$ cat src/rtl/reg_file_mp.sv
// Multi-ported register file with per-register busy scoreboard; r0 is hard-wired to zero.
// Define RF_WRITE_BYPASS_EN to forward same-cycle write data and busy results onto the read ports.
module reg_file_mp #(
   parameter int DATA_W   = 32,
   parameter int NUM_REGS = 32,
   parameter int NUM_RD   = 2,
   parameter int NUM_WR   = 2,
   parameter int ADDR_W   = $clog2(NUM_REGS)
) (
   input  logic                       clk,
   input  logic                       reset,
   input  logic [NUM_WR-1:0]          we,
   input  logic [NUM_WR*ADDR_W-1:0]   waddr,
   input  logic [NUM_WR*DATA_W-1:0]   wdata,
   input  logic [NUM_RD*ADDR_W-1:0]   raddr,
   output logic [NUM_RD*DATA_W-1:0]   rdata,
   output logic [NUM_RD-1:0]          rbusy,
   input  logic                       issue_valid,
   input  logic [ADDR_W-1:0]          issue_rd
);

   logic [DATA_W-1:0]                 r_regs [NUM_REGS];
   logic [NUM_REGS-1:0]               r_busy;
   logic [NUM_RD*DATA_W-1:0]          r_rdata;
   logic [NUM_RD-1:0]                 r_rbusy;

   logic [NUM_REGS-1:0][NUM_WR-1:0]   w_hit;
   logic [NUM_REGS-1:0]               w_wr_en;
   logic [NUM_REGS-1:0][DATA_W-1:0]   w_wr_data;
   logic [NUM_REGS-1:0]               w_set;
   logic [NUM_REGS-1:0]               w_clr;
   logic [NUM_REGS-1:0]               w_busy_next;
   logic [ADDR_W-1:0]                 w_rd_addr [NUM_RD];
   logic [NUM_RD*DATA_W-1:0]          w_rd_data;
   logic [NUM_RD-1:0]                 w_rd_busy;

   // Per-register write match; register 0 never matches so its writes vanish.
   genvar gi, gp;
   generate
      for (gi = 0; gi < NUM_REGS; gi++) begin : g_hit
         for (gp = 0; gp < NUM_WR; gp++) begin : g_port
            assign w_hit[gi][gp] = we[gp] && (gi != 0) &&
                                   (waddr[gp*ADDR_W +: ADDR_W] == ADDR_W'(gi));
         end
         assign w_wr_en[gi] = |w_hit[gi];
      end
      for (gi = 0; gi < NUM_RD; gi++) begin : g_raddr
         assign w_rd_addr[gi] = raddr[gi*ADDR_W +: ADDR_W];
      end
   endgenerate

   // Later ports override earlier ones, so the highest-numbered writer wins.
   always_comb begin
      w_wr_data = '0;
      for (int r = 0; r < NUM_REGS; r++) begin
         for (int p = 0; p < NUM_WR; p++) begin
            if (w_hit[r][p]) begin
               w_wr_data[r] = wdata[p*DATA_W +: DATA_W];
            end
         end
      end
   end

   // Set is applied after clear: a newly issued producer outranks a retiring one.
   always_comb begin
      w_set = '0;
      w_clr = '0;
      if (issue_valid && (issue_rd != '0)) begin
         w_set[issue_rd] = 1'b1;
      end
      for (int p = 0; p < NUM_WR; p++) begin
         if (we[p]) begin
            w_clr[waddr[p*ADDR_W +: ADDR_W]] = 1'b1;
         end
      end
      w_busy_next    = (r_busy & ~w_clr) | w_set;
      w_busy_next[0] = 1'b0;
   end

   always_comb begin
      w_rd_data = '0;
      w_rd_busy = '0;
      for (int k = 0; k < NUM_RD; k++) begin
`ifdef RF_WRITE_BYPASS_EN
         if (w_wr_en[w_rd_addr[k]]) begin
            w_rd_data[k*DATA_W +: DATA_W] = w_wr_data[w_rd_addr[k]];
         end else begin
            w_rd_data[k*DATA_W +: DATA_W] = r_regs[w_rd_addr[k]];
         end
         w_rd_busy[k] = w_busy_next[w_rd_addr[k]];
`else
         w_rd_data[k*DATA_W +: DATA_W] = r_regs[w_rd_addr[k]];
         w_rd_busy[k] = r_busy[w_rd_addr[k]] | w_set[w_rd_addr[k]];
`endif
      end
   end

   always_ff @(posedge clk or posedge reset) begin
      if (reset) begin
         for (int r = 0; r < NUM_REGS; r++) begin
            r_regs[r] <= '0;
         end
         r_busy  <= '0;
         r_rdata <= '0;
         r_rbusy <= '0;
      end else begin
         for (int r = 1; r < NUM_REGS; r++) begin
            if (w_wr_en[r]) begin
               r_regs[r] <= w_wr_data[r];
            end
         end
         r_busy  <= w_busy_next;
         r_rdata <= w_rd_data;
         r_rbusy <= w_rd_busy;
      end
   end

   assign rdata = r_rdata;
   assign rbusy = r_rbusy;

endmodule

$ cat config.mk
export PLATFORM = sky130hd
export DESIGN_NAME = reg_file_mp
export DESIGN_NICKNAME = d
export VERILOG_FILES = /design/src/rtl/reg_file_mp.sv
export SDC_FILE = /design/constraint.sdc
export NUM_CORES = 2
export LEC_CHECK = 0
export CAP_MARGIN = 20
export CORE_MARGIN = 1.5
export CORE_UTILIZATION = 25
export CTS_CLUSTER_SIZE = 25
export DETAILED_ROUTE_END_ITERATION = 8
export GPL_TIMING_DRIVEN = 0
export HOLD_SLACK_MARGIN = 0.05
export PLACE_DENSITY = 0.44
export SYNTH_ARGS = -nofsm -noshare
export SYNTH_HDL_FRONTEND = slang
export SYNTH_SLANG_ARGS = --single-unit
$ cat constraint.sdc
create_clock -name clk -period 103 [get_ports clk]
set_clock_uncertainty 0.15 [all_clocks]
set_input_delay 10.3 -clock clk [delete_from_list [all_inputs] [get_ports clk]]
set_output_delay 10.3 -clock clk [all_outputs]
set_load 0.03 [all_outputs]
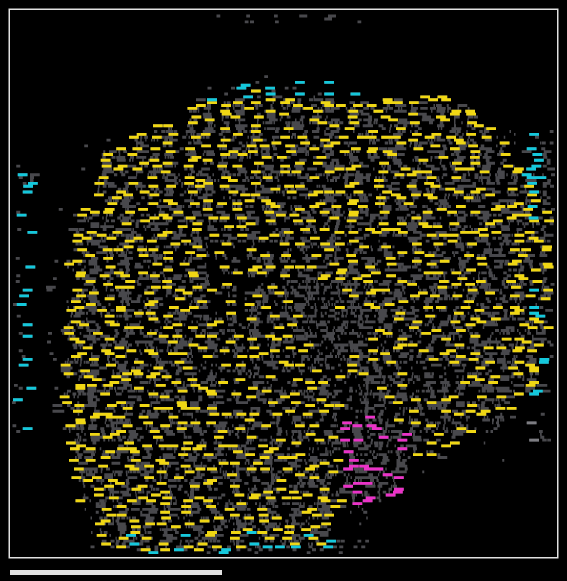
Figure 1: where the registers sit.
The bar under the picture is 200 um long. Other sequential cells in the stronger gray, the rest of the logic in the fainter gray.
- r_busy: magenta (flops 31)
- rdata: cyan (flops 64; where widely spread)
- r_regs: yellow (flops 992; where widely spread)
- not colored: 2
reported sequential group power: 635 uW
Seq/total area: 0.347
FF+latch area: 27300 um2

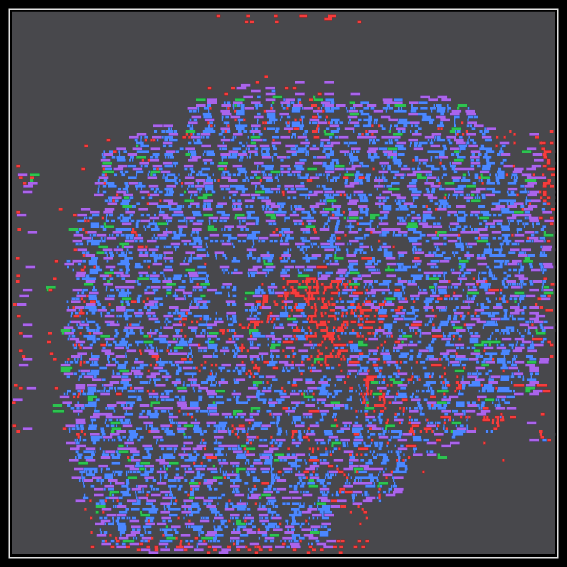
Figure 2: placed cells, one color a class.
Fill, decap, tap and diode cells in gray.
- other buffers and delay cells: red (cells 960; share of their area 9.0%)
- all other logic: blue (cells 4288; share of their area 48%)
- clock drivers and dummy loads: green (cells 255; share of their area 6.3%)
- flip-flops: purple (cells 1089; share of their area 37%)
Cell Rows: 188
post-route cell area: 78400 um2
core area: 262000 um2
final core utilization: 0.300

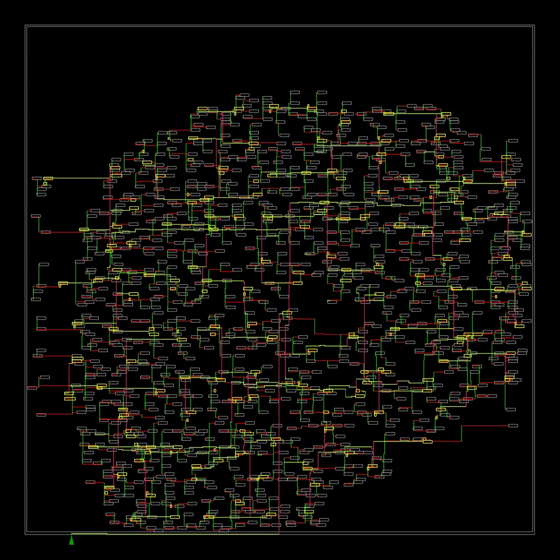
Figure 3: the clock network.
worst-skew pair later-pin latency: 0.87 ns
total CTS buffers: 141
clock net sink count: 1089
Clk. pwr: 527 uW

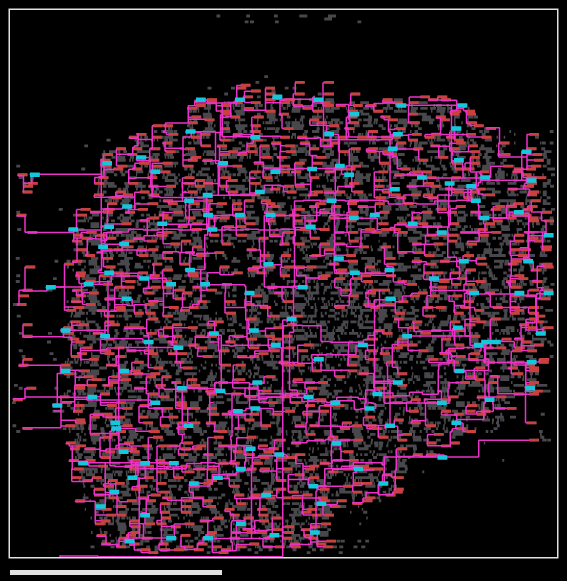
Figure 4: clock wires, drivers and flops.
The bar under the picture is 200 um long.
- cells driving clock nets: cyan (count 141)
- flip-flops: red (count 1089)
- clock wires: magenta (length 20.0 mm)
- routed clock nets: 142
- flops lie: widely spread
fraction of power consumed by the clock network: 0.333

==> run summary <==
Physical implementation.

- The run finished with clean final reports.
- The library cells used most frequently in the layout, excluding fill and tap cells, are mux2i_1 (1186), dfrtp_1 (1089), nor2_1 (605).
- Per the timing report, the achievable frequency comes out to 68.5 MHz.
- The post-placement setup slack is 87.92 ns.
- The DRC violation total left in the routed layout is recorded as 0.
- In this run, placement finished with an instance count of 9840.
- The mean routed wirelength per cell is 41.6 um.
- Looking at hold timing, the worst path starts from r_busy[25].
- The number of warnings reported in the stage logs is 50.
- The buffer type at the clock tree root is clkbuf_16.
- The net count after synthesis is 6173.
- The worst path in the final design needs a cycle of 14.60 ns, including I/O delays and setup.
- The post-synthesis sequential area ratio is 0.415.
- For this run the detailed placement stage logged an HPWL of 300 mm.
- In this run the cell area of the synthesized design comes to 65700 um2.
- Looking at the gate-level netlist, the highest instance count belongs to mux2i_1.
- The beginning of the worst register-to-register path is r_regs[231].
- The routed design has 422 mm of wire.
- The routed layout has 60500 vias.
- The share of the synthesized area in the top cell type is 0.415.
- VDD sags by at most 17.9 uV.
- Hold repair after CTS inserted 0 buffers.
- In this run, the synthesized area fraction spent on and/or/nand/nor cells is recorded as 0.0786.
- The first global-routing pass estimated 548 mm of wire.
- The worst slew margin relative to its limit is 0.0636.
- Setup violations remaining at the end of the flow were counted as 0.
- Of the total synthesized cell area, the portion taken by AND-OR and OR-AND cells is 0.108.
- The area share of fa/ha/maj cells after synthesis is 0.
- The initial detailed-routing violation count is 9849.
- The end point of the most critical hold path is r_busy[25].
- The count of unique library cells instantiated by Yosys is 51.
- For reference, the final report shows the max-slew violation count at 0.
- The number of enable flip-flop cells is 0.
- Looking at the max-slew report, the worst-margin pin has a slew of 1.40 ns.
- Recorded from the global router log, the overflow total was 0.
- In the hold timing report, the worst path depth is 1.
- The timing report gives the worst reg2reg path a setup slack of 100.46 ns.
- The count of port buffers added during placement is 147.
- The final layout contains 6574 nets.
- The most frequent standard cell in the layout excluding fill and tap cells is mux2i_1.
- The final weighted congestion of routability-driven global placement is 1.01.
- Per the synthesis report, the dominant area consumer among library cells is dfrtp_1.
- Total power normalized to cell area comes to 20.2 nW/um2.
- For reference, the most critical setup path is categorized as in2reg.
- Following the worst setup path forward leads to its endpoint at rdata[12].
- The largest combinational cell category by area is multiplexers.
- According to the floorplan report, the die height is 516 um.
- Summed over all routing layers, the global router reports a total usage of 0.310.
- The cell-mix breakdown from Yosys lists the XOR/XNOR area share as 0.00107.
- In this run the number of H-tree levels came out at 4.
- The capturing element type of the critical path is a flop.
- The post-CTS setup buffer count is 0.
- Dividing the synthesized area by the synthesized cell count gives 10.8 um2.
- For the final routed database, the setup TNS stands at 0 ns.
- The per-cell via count in the routed design is 5.97.
- The initial antenna violation count is 47.
- The sum of internal, switching and leakage power is 1.58 mW.
- The full die area is 266000 um2.
- The dominant synthesized flop cell is dfrtp_1.
- The number of global-route vias before repair is 56300.
- For reference, the mux area share after synthesis is 0.350.
- The remaining number of nets flagged by the antenna check after routing is 0.
- The data arrival time of the worst path is 15.08 ns.
- The number of failing hold endpoints at the final stage is 0.
- The sort of element at the start of the critical path is a primary input.
- The starting density of the core is 0.251.
- The flop and latch count out of synthesis is 1089.
- In this run the worst hold path is classified as reg2reg.
- The critical path maximum fanout is 10.
- In the synthesized netlist, the cells that appear most often are mux2i_1 (1186), dfrtp_1 (1089), nor2_1 (607).
- Entering global routing, the biggest net connects 116 pins.
- The period utilization is 0.142.
- In the CTS report, the clock slew at the register clock pins of the worst setup and hold paths is listed as 0.05 ns.
- Per the Yosys statistics, synthesis produced 6079 cells.
- The main area contributors are dfrtp_1 (41%), mux2i_1 (18%), mux4_2 (16%), a21oi_1 (4.2%), o21ai_0 (3.5%).
- The terminus of the critical flop-to-flop path is rdata[7].
- Setup repair after global routing left no endpoint under its margin.
- Synthesis handed over a netlist of 6079 instances.
- The horizontal die size is 516 um.
- TritonCTS built the clock tree.
- Data on the critical path is required at its endpoint by 103.48 ns.
- The number of top-level pins is 160.
- The run reported a max-capacitance violation count of 0.
- In the post-route analysis, the smallest setup slack over all paths is 88.40 ns.
- Logic depth along the worst register-to-register path is recorded as 5.
- Between the synthesized netlist and the finished layout, the area growth was recorded as 19.4%.
- The maximum clock path buffer count is 3.
- The synthesized netlist has a Yosys-reported chip area of 65700 um2.
- The non-filler instance count after layout is 10100.
- The analysis attributes to cell leakage a power of 32.7 nW.
- The worst setup path startpoint is raddr[2].
- The warning tally printed by Yosys for this design is 32.
## stage by stage
step	hold WS (ns)	area [um2]
after global routing	0.402	78400
after CTS	0.378	78200
after detailed placement	0.364	73500
after floorplan	0.327	65700
after global placement	0.351	71600
final	0.394	78400
## layout make-up
class | count | area, um2
Sequential cell | 1089 | 27300
Timing Repair Buffer | 258 | 3500
Clock buffer | 213 | 4150
Fill cell | 27100 | 183000
Multi-Input combinational cell | 4280 | 35400
Antenna cell | 23 | 57.6
Buffer | 702 | 3170
Inverter | 8 | 37.5
Clock inverter | 42 | 517
Tap cell | 3515 | 4400
## layer usage
layer | global-route usage | vias to the layer above | share of wire
met2 | 0.431 | 4756 | 0.41
li1 | - | 23000 | -
met1 | 0.391 | 31400 | 0.39
met4 | 0.207 | 36 | 0.078
met3 | 0.124 | 1189 | 0.13
met5 | 0.00438 | - | 0.00070
## where the power goes
group          total, mW  switching (mW)  internal [mW]  leakage, nW
logic              0.420           0.222          0.198         17.1
registers          0.635          0.0929          0.542         13.3
clock network      0.527           0.227          0.299         2.30
## worst max-delay path, cell delays in order
cell and delay (ns):
clkdlybuf4s50_1 0.66, buf_1 0.56, clkbuf_1 0.95, nand2_1 1.12, clkbuf_1 0.72, o221ai_1 0.71
## kinds of logic (layout without fill, tap and decap cells)
group | Yosys count | in the layout
other | 0 | 23
and+or+nand+nor | 1290 | 1290
muxes | 1714 | 1714
AOI/OAI and AO/OA | 1268 | 1268
DFF | 1089 | 1089
xor gates and xnor gates | 8 | 8
buffers and inverters | 710 | 1223
## flip-flops by register name (all words and copies together) (netlist names)
register	count
r_busy	31
rdata	64
r_regs	992
rbusy	2
Power is estimated from default activity; no workload was simulated.
